### The metal 1 layer, run 1

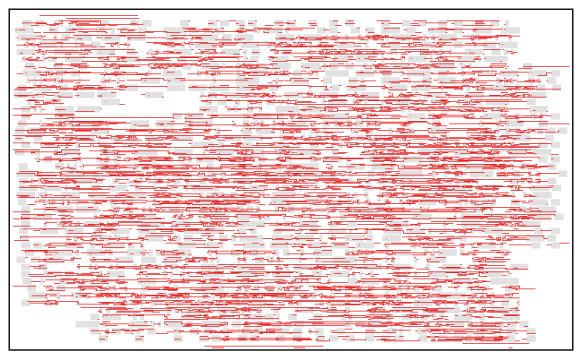
### The metal 2 layer, run 1

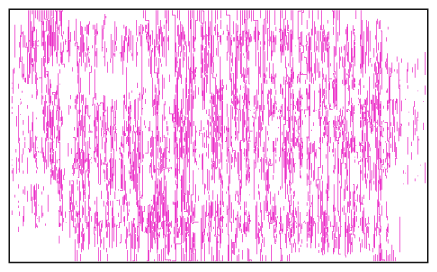
### Met3 routing, run 1

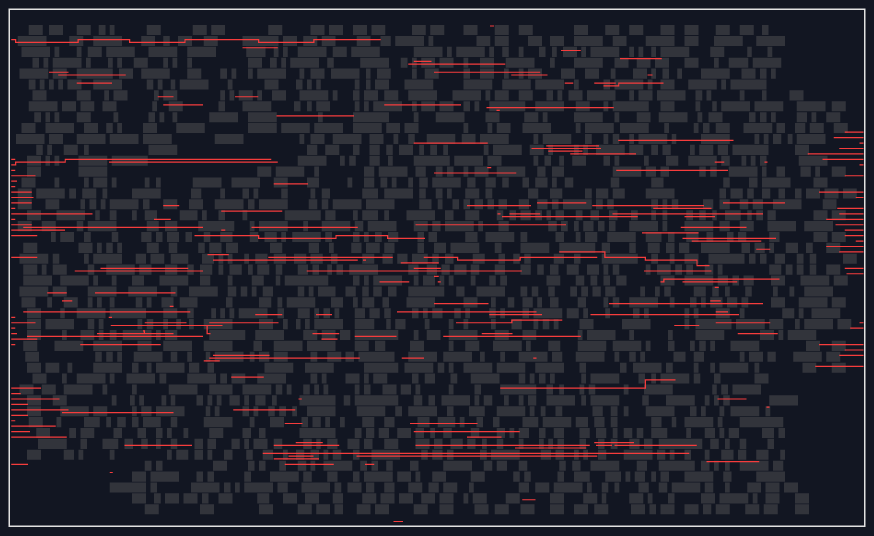
--- src/rtl/riscv_pkg.sv ---
// Shared RISC-V pipeline definitions: NOP encoding, fetch FSM states
// and the default datapath width.
package riscv_pkg;

  localparam int XLEN_DEFAULT = 32;

  localparam logic [31:0] NOP_INSTR = 32'h0000_0013;

  typedef enum logic [1:0] {
    REQ  = 2'd0,
    WAIT = 2'd1,
    DROP = 2'd2
  } fetch_state_t;

endpackage

--- src/rtl/fetch_skid_buf.sv ---
// One-entry holding buffer for an instruction response that decode
// could not accept; clear wins over push, push wins over pop.
module fetch_skid_buf
  import riscv_pkg::*;
#(
  parameter int XLEN = XLEN_DEFAULT
) (
  input  logic            clk,
  input  logic            reset,
  input  logic            i_push,
  input  logic            i_pop,
  input  logic            i_clear,
  input  logic [31:0]     i_instr,
  input  logic [XLEN-1:0] i_pc,
  output logic            o_valid,
  output logic [31:0]     o_instr,
  output logic [XLEN-1:0] o_pc
);

  logic            r_valid;
  logic [31:0]     r_instr;
  logic [XLEN-1:0] r_pc;

  always_ff @(posedge clk) begin
    if (reset || i_clear) begin
      r_valid <= 1'b0;
      r_instr <= NOP_INSTR;
      r_pc    <= '0;
    end else if (i_push) begin
      r_valid <= 1'b1;
      r_instr <= i_instr;
      r_pc    <= i_pc;
    end else if (i_pop) begin
      r_valid <= 1'b0;
    end
  end

  assign o_valid = r_valid;
  assign o_instr = r_instr;
  assign o_pc    = r_pc;

endmodule

--- src/rtl/fetch_unit.sv ---
// Instruction-fetch stage: PC, single-outstanding imem handshake,
// holding buffer and IF/ID register. Optional FETCH_PERF_EN adds counters.
module fetch_unit
  import riscv_pkg::*;
#(
  parameter int              XLEN     = XLEN_DEFAULT,
  parameter logic [XLEN-1:0] RESET_PC = '0
) (
  input  logic            clk,
  input  logic            reset,
  input  logic            stallF,
  input  logic            stallD,
  input  logic            flushD,
  input  logic            controlChange,
  input  logic [XLEN-1:0] pcTargetE,
  output logic            imem_req,
  output logic [XLEN-1:0] imem_addr,
  input  logic            imem_ready,
  input  logic            imem_rvalid,
  input  logic [31:0]     imem_rdata,
`ifdef FETCH_PERF_EN
  output logic [31:0]     perfFetched,
  output logic [31:0]     perfDropped,
`endif
  output logic [31:0]     instrD,
  output logic [XLEN-1:0] pcD,
  output logic [XLEN-1:0] pcPlus4D,
  output logic            validD
);

  fetch_state_t    r_state;
  logic [XLEN-1:0] r_pcF;
  logic [XLEN-1:0] r_req_pc;

  logic            r_validD;
  logic [31:0]     r_instrD;
  logic [XLEN-1:0] r_pcD;
  logic [XLEN-1:0] r_pc4D;

  logic            w_buf_valid;
  logic [31:0]     w_buf_instr;
  logic [XLEN-1:0] w_buf_pc;

  logic w_req;
  logic w_hs;
  logic w_rsp;
  logic w_rsp_to_d;
  logic w_push;
  logic w_pop;
  logic w_drop;

  assign w_req = (r_state == REQ) && !stallF && !w_buf_valid
              && !controlChange && !reset;
  assign w_hs  = w_req && imem_ready;

  // A response is only kept when it is not overtaken by a redirect or reset
  assign w_rsp      = (r_state == WAIT) && imem_rvalid
                   && !controlChange && !reset;
  assign w_rsp_to_d = w_rsp && !stallD && !w_buf_valid;
  assign w_push     = w_rsp && !w_rsp_to_d;
  assign w_pop      = w_buf_valid && !stallD && !flushD;
  assign w_drop     = imem_rvalid && ((r_state == DROP)
                   || ((r_state == WAIT) && controlChange));

  always_ff @(posedge clk) begin
    if (reset) begin
      r_pcF <= RESET_PC;
      // Keep discarding if a response is still owed to an old request
      if ((r_state != REQ) && !imem_rvalid) r_state <= DROP;
      else                                  r_state <= REQ;
    end else begin
      if (controlChange) r_pcF <= pcTargetE;
      else if (w_hs)     r_pcF <= r_pcF + XLEN'(4);
      unique case (r_state)
        REQ:     if (w_hs) r_state <= WAIT;
        WAIT: begin
          if (imem_rvalid)        r_state <= REQ;
          else if (controlChange) r_state <= DROP;
        end
        DROP:    if (imem_rvalid) r_state <= REQ;
        default: r_state <= REQ;
      endcase
    end
  end

  always_ff @(posedge clk) begin
    if (reset)     r_req_pc <= RESET_PC;
    else if (w_hs) r_req_pc <= r_pcF;
  end

  fetch_skid_buf #(.XLEN(XLEN)) u_buf (
    .clk     (clk),
    .reset   (reset),
    .i_push  (w_push),
    .i_pop   (w_pop),
    .i_clear (controlChange),
    .i_instr (imem_rdata),
    .i_pc    (r_req_pc),
    .o_valid (w_buf_valid),
    .o_instr (w_buf_instr),
    .o_pc    (w_buf_pc)
  );

  always_ff @(posedge clk) begin
    if (reset || flushD) begin
      r_validD <= 1'b0;
      r_instrD <= NOP_INSTR;
      r_pcD    <= '0;
      r_pc4D   <= XLEN'(4);
    end else if (!stallD) begin
      if (w_buf_valid) begin
        r_validD <= 1'b1;
        r_instrD <= w_buf_instr;
        r_pcD    <= w_buf_pc;
        r_pc4D   <= w_buf_pc + XLEN'(4);
      end else if (w_rsp_to_d) begin
        r_validD <= 1'b1;
        r_instrD <= imem_rdata;
        r_pcD    <= r_req_pc;
        r_pc4D   <= r_req_pc + XLEN'(4);
      end else begin
        r_validD <= 1'b0;
        r_instrD <= NOP_INSTR;
        r_pcD    <= '0;
        r_pc4D   <= XLEN'(4);
      end
    end
  end

`ifdef FETCH_PERF_EN
  logic [31:0] r_perf_fetched;
  logic [31:0] r_perf_dropped;

  always_ff @(posedge clk) begin
    if (reset) begin
      r_perf_fetched <= '0;
      r_perf_dropped <= '0;
    end else begin
      if (w_rsp)  r_perf_fetched <= r_perf_fetched + 32'd1;
      if (w_drop) r_perf_dropped <= r_perf_dropped + 32'd1;
    end
  end

  assign perfFetched = r_perf_fetched;
  assign perfDropped = r_perf_dropped;
`else
  logic w_unused_drop;
  assign w_unused_drop = w_drop;
`endif

  assign imem_req  = w_req;
  assign imem_addr = r_pcF;
  assign instrD    = r_instrD;
  assign pcD       = r_pcD;
  assign pcPlus4D  = r_pc4D;
  assign validD    = r_validD;

endmodule
--- config.mk ---
export PLATFORM = sky130hd
export DESIGN_NAME = fetch_unit
export DESIGN_NICKNAME = d
export VERILOG_FILES = /design/src/rtl/riscv_pkg.sv /design/src/rtl/fetch_skid_buf.sv /design/src/rtl/fetch_unit.sv
export SDC_FILE = /design/constraint.sdc
export NUM_CORES = 1
export LEC_CHECK = 0
export CELL_PAD_IN_SITES_DETAIL_PLACEMENT = 1
export CELL_PAD_IN_SITES_GLOBAL_PLACEMENT = 1
export CORE_ASPECT_RATIO = 0.6
export CORE_UTILIZATION = 38
export CTS_CLUSTER_DIAMETER = 120
export DETAILED_ROUTE_END_ITERATION = 6
export GPL_ROUTABILITY_DRIVEN = 0
export PLACE_DENSITY_LB_ADDON = 0.2
export SLEW_MARGIN = 25
export SYNTH_ARGS = -nofsm -noshare
export SYNTH_HDL_FRONTEND = slang
export SYNTH_SLANG_ARGS = --single-unit
--- constraint.sdc ---
create_clock -name clk -period 2.75 [get_ports clk]
set_input_delay 0.275 -clock clk [delete_from_list [all_inputs] [get_ports clk]]
set_output_delay 0.275 -clock clk [all_outputs]
set_load 0.05 [all_outputs]
==> impl_metrics.yaml, run 1 <==
# yosys + openroad results
final_layout:
  stdcell_area_um2: 13460
  layout-drive-gt1-share: 0.08380
  final_cell_mix: "nand2_1 (246), dfxtp_1 (224), clkdlybuf4s50_1 (198)"
  flop-count: 226
  buffers_excl_clock: 258
  finish.net_count: 1505
  num-multi-input-gates: 903
  mi_logic_area_um2: 5104
  finalNonFillerCells: 1796
  seq_area_um2: 4544
  dominant_cells: "combinational gates"
  n_clock_buffer: 31
  synthToLayoutAreaGrowth_pct: 32.26
  final_util: 0.5220
  clkCellAreaFrac: 0.05856
  inv_count: 18
synth:
  ys_area_um2: 10180
  synthFlopType: "dfxtp_1"
  fp_nets: 1343
  ys_seq_frac: 0.4465
  topCellsByArea: "dfxtp_1 (44%), nand2_1 (9.1%), a21oi_1 (7.0%)"
  ys_top_cells_by_count: "nand2_1 (246), dfxtp_1 (224), a21oi_1 (142)"
  synth-edff-count: 2
final_timing:
  setup_violations: 0
  fin_ws_ns: 0.1529
  worstMarginPinSlew_ns: 0.9976
  max_freq_mhz: 385.0
  finalHoldViolations: 0
  finClkSkew_ns: 0.01716
  fin_crit_ns: 2.597
place:
  place_ws_ns: 0.1465
  post-place-cells: 1757
  portBuffers: 201
power_and_ir_drop:
  p_leak_uw: 0.004322
  p_total_uw: 7588
detailed_routing:
  via_per_inst: 5.923
  drc: 2
  wl_mm: 37.78
  routed.top_layer: "met4"
  drtIter0Drc: 987
critical_path:
  cp-end-kind: "register"
  timing.rr.start: "u_buf.o_pc[2]$_SDFFE_PN0P_"
  worstSetupEndpoint: "pcPlus4D[30]$_SDFFE_PP0N_"
  crit_start: "u_buf.o_pc[2]$_SDFFE_PN0P_"
  r2r_slack_ns: 0.15
  crit_type: "reg -> reg"
run_status:
  status: "finished, violations left"
  violations: "design-rule violations"
global_routing:
  grt_antenna_before_repair: 0
  grtUsageMet1: 0.4011
  grt_max_degree: 69
  grt_use_total: 0.2719
  grt_busiest_layer: "met2"
  grt_pass1_vias: 10300
die:
  rows: 45
  dieArea_um2: 27460
  dieHeight_um: 128.8
  fp-utilization: 0.3947
cts:
  cts-buffers-inserted: 23
  root_buffer: "clkbuf_16"
  clk_latency_ns: 0.53
  cts_resized: 0
  cts_sinks: 226
  post-cts-setup-buffers: 0
  cts_tree: "built"
  clockBufferDepth: 3
min_path:
  hold_depth: 2
  hold_start: "reset"
  whs_endpoint: "r_state[0]$_SDFFCE_PP0P_"
flow_run:
  warning_count: 26
  maxCapViolCount: 0
Notes on 'The metal 1 layer' above:
main direction	horizontal
share of all routed wire	47%
nets with wire on the layer	1373
longest straight run	60.3 um
wire length on this layer	17900 um

Notes on 'The metal 2 layer' above:
nets with wire on the layer	1340
main direction	vertical
wire length on this layer	16500 um
share of all routed wire	44%

Notes on 'Met3 routing' above:
main direction	horizontal
share of all routed wire	7.3%

run 1: worst max-delay path, cell delays in order, from the launching register on:
cell and delay [ns]:
dfxtp_1 0.44, ha_1 0.30, nand4_2 0.20, or4_4 0.67
or4_1 0.53, a21oi_1 0.21, o311a_1 0.18
run 1: kinds of logic after synthesis:
family	share of synthesized area
multiplexers	0.01168
XOR/XNOR	0.02237
adder cells (fa/ha/maj)	0.003688
buffers and inverters	0.05482
AND/OR/NAND/NOR	0.2334
AND-OR/OR-AND	0.2275
flip-flops	0.4465
run 1: where the power goes:
| part | switching [uW] | total (uW) | leakage (uW) | internal [uW] |
|---|---|---|---|---|
| sequential | 85.5 | 3440 | 0.00183 | 3350 |
| combinational | 500 | 797 | 0.00211 | 297 |
| clock | 1390 | 3350 | 0.000379 | 1960 |
==> run 2: changes to the inputs <==
CORE_UTILIZATION = 39   (was 38)
CTS_BUF_LIST = sky130_fd_sc_hd__clkbuf_2   (was not set)
==> run 2 against run 1 <==
The flow now finishes without violations. Register-to-register slack better by 0.15 ns. Maximum frequency is 0.24% higher. Setup slack better by 0.0061 ns. Core utilization is 1.2 points higher. Via count is 3.0% higher. Cell count is 5.4% higher. Global-route usage is 1.3 points higher. Die area is 2.5% lower. Synthesized cell count stayed put.
==> impl_metrics.yaml, run 2 <==
# yosys + openroad results
critical_path:
  cp-end-kind: "output port"
  path_cells: "clkdlybuf4s50_1"
  critical_path.top_delay_family: "buffers and inverters"
  path_buffers: 1
  slowest_delay_ns: 0.92
final_layout:
  finalNonFillerCells: 1893
  flop-count: 226
  stdcell_area_um2: 13580
  n_clock_buffer: 81
  synthToLayoutAreaGrowth_pct: 33.41
  layout-drive-gt1-share: 0.1032
  final_util: 0.5336
  seq_area_um2: 4544
  num-multi-input-gates: 903
detailed_routing:
  drc: 0
  drtIter0Drc: 987
synth:
  adder_share: 0.003688
  synthSimpleGateAreaFrac: 0.2334
  top_logic_kind: "simple AND/OR/NAND/NOR gates"
  ys_seq_frac: 0.4465
run_status:
  status: "finished, final reports clean"
power_and_ir_drop:
  p_seq_frac: 0.534
  switching_power_uw: 1990
  p_seq_uw: 3440
  pg_clk_uw: 2150
  p_total_uw: 6449
flow_run:
  maxCapViolCount: 0
  warning_count: 27
final_timing:
  fin_crit_ns: 2.591
  setup_violations: 0
  finClkSkew_ns: 0.09155
  finalHoldViolations: 0
cts:
  clk_latency_ns: 0.87
global_routing:
  grt_antenna_before_repair: 1
  grt_use_total: 0.2847
die:
  dieHeight_um: 127.1
place:
  portBuffers: 201
[run 2: cell counts after synthesis]
No cell type changed its count.
[run 2: what timing repair did]
| action | CTS | global route |
|---|---|---|
| endpoints found under the setup margin | 0 | 1 |
| hold buffers | 52 | 0 |
| gates resized | 0 | 1 |
| hold endpoints to repair | 72 | 0 |
[run 2: path summary, 6_finish.rpt]
path	startpoint	end	slack, ns
setup / recovery	imem_addr[9]$_SDFFE_PP0P_	imem_addr[9]	0.16
setup reg to reg	imem_addr[9]$_SDFFE_PP0P_	imem_addr[25]$_SDFFE_PP0P_	0.30
hold reg to reg	u_buf.o_pc[1]$_SDFFE_PN0P_	u_buf.o_pc[1]$_SDFFE_PN0P_	0.46
hold / removal	pcTargetE[12]	imem_addr[12]$_SDFFE_PP0P_	0.06
### The metal 2 layer, run 2

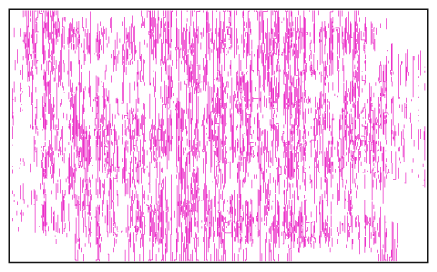
main direction	vertical
longest straight run	58.8 um

### Metal 4, run 2

Scale bar: 50 um.
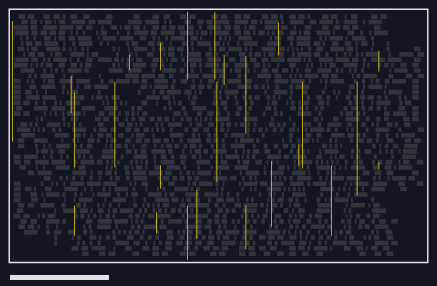
longest straight run	60.5 um
share of all routed wire	1.8%
main direction	vertical
via count: 10950
final wirelength: 38.20 mm

==> run 3: changes to the inputs <==
TNS_END_PERCENT = 30   (was not set)
==> run 3 against run 2 <==
Non-clock buffer count is the same. Flip-flop count is the same. Setup slack is the same. Largest cell class unchanged. Total power is the same. Worst hold slack is the same. Clock skew is the same. Wire length is the same. Sequential power is essentially flat. Via count is the same. Count of clock-buffer cells in the layout is the same. Critical path depth is the same. Core utilization is the same.
==> impl_metrics.yaml, run 3 <==
# yosys + openroad results
final_layout:
  mi_logic_area_um2: 5107
  n_clock_buffer: 81
  clkCellAreaFrac: 0.03289
  inv_count: 18
  buffers_excl_clock: 301
  finish.net_count: 1578
  num-multi-input-gates: 903
  seq_area_um2: 4544
detailed_routing:
  drc: 0
  num_vias: 10950
synth:
  adder_share: 0.003688
  ys_sh_xor: 0.02237
  ys_area_um2: 10180
  ys_top_cells_by_count: "nand2_1 (246), dfxtp_1 (224), a21oi_1 (142)"
cts:
  cts_tree: "built"
  clk_latency_ns: 0.87
  cts-buffers-inserted: 53
global_routing:
  grt_pass1_vias: 10880
  grt_antenna_before_repair: 1
  grt_max_degree: 63
  grt_use_total: 0.2847
final_timing:
  setup_violations: 0
  finalHoldViolations: 0
  fin_crit_ns: 2.591
critical_path:
  timing.rr.start: "imem_addr[9]$_SDFFE_PP0P_"
  slowest_delay_ns: 0.92
  slowest_stage: "clkdlybuf4s50_1"
  worstSetupEndpoint: "imem_addr[9]"
die:
  dieHeight_um: 127.1
  fp-utilization: 0.4000
place:
  place_ws_ns: 0.2458
  post-place-cells: 1748
  portBuffers: 201
min_path:
  hold_start: "pcTargetE[12]"
run_status:
  status: "finished, final reports clean"
[run 3: cell counts in the layout (fill, tap and decap cells not counted)]
Identical to the previous run, type by type.
[run 3: metal layers]
layer / up-vias / share of wire / wire (um) / global-route usage
met5: - / 0 / 0 / 0
met4: 0 / 0.018 / 671 / 0.08355
met3: 58 / 0.070 / 2662 / 0.05408
met2: 375 / 0.45 / 17080 / 0.4384
met1: 5417 / 0.47 / 17780 / 0.4038
li1: 5104 / - / - / -
[run 3: what timing repair did]
item,4_1_cts,5_1_grt
setup endpoints to repair,0,1
hold buffers,52,0
hold endpoints to repair,72,0
resized,0,1
[run 3: power by group]
group | internal, uW | switching (uW)
logic | 341 | 513
registers | 3350 | 94.1
clock network | 768 | 1380
total | 4460 | 1990
### The metal 1 layer, run 3

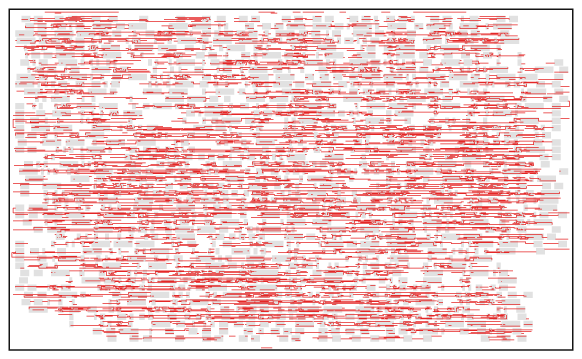
nets with wire on the layer	1467
longest straight run	53.8 um
main direction	horizontal
wire length on this layer	17800 um
share of all routed wire	47%
GR Layer Usage met1: 0.4038

### Met3 routing, run 3

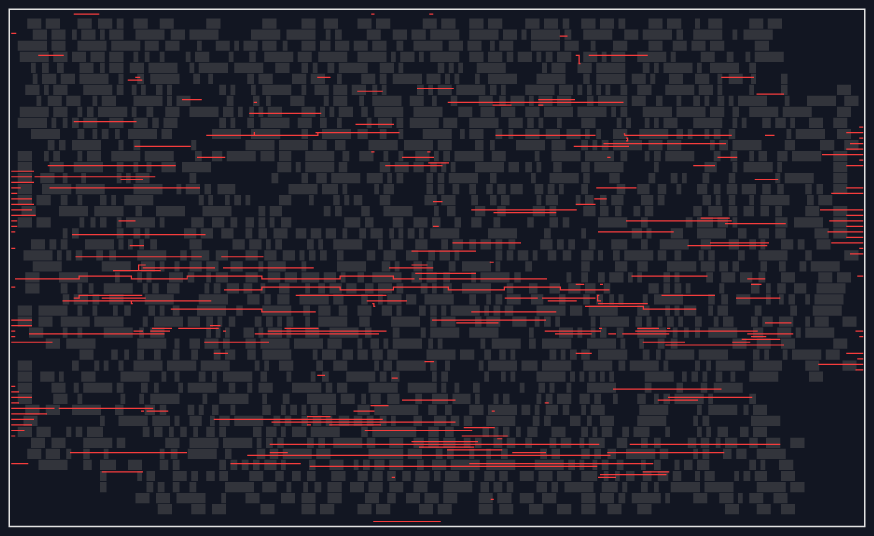
nets with wire on the layer	156
share of all routed wire	7.0%
longest straight run	89.2 um
wire length on this layer	2660 um
main direction	horizontal
GR Util met3: 0.05408

Power figures rest on the tool's default switching activity, not on a simulated workload.
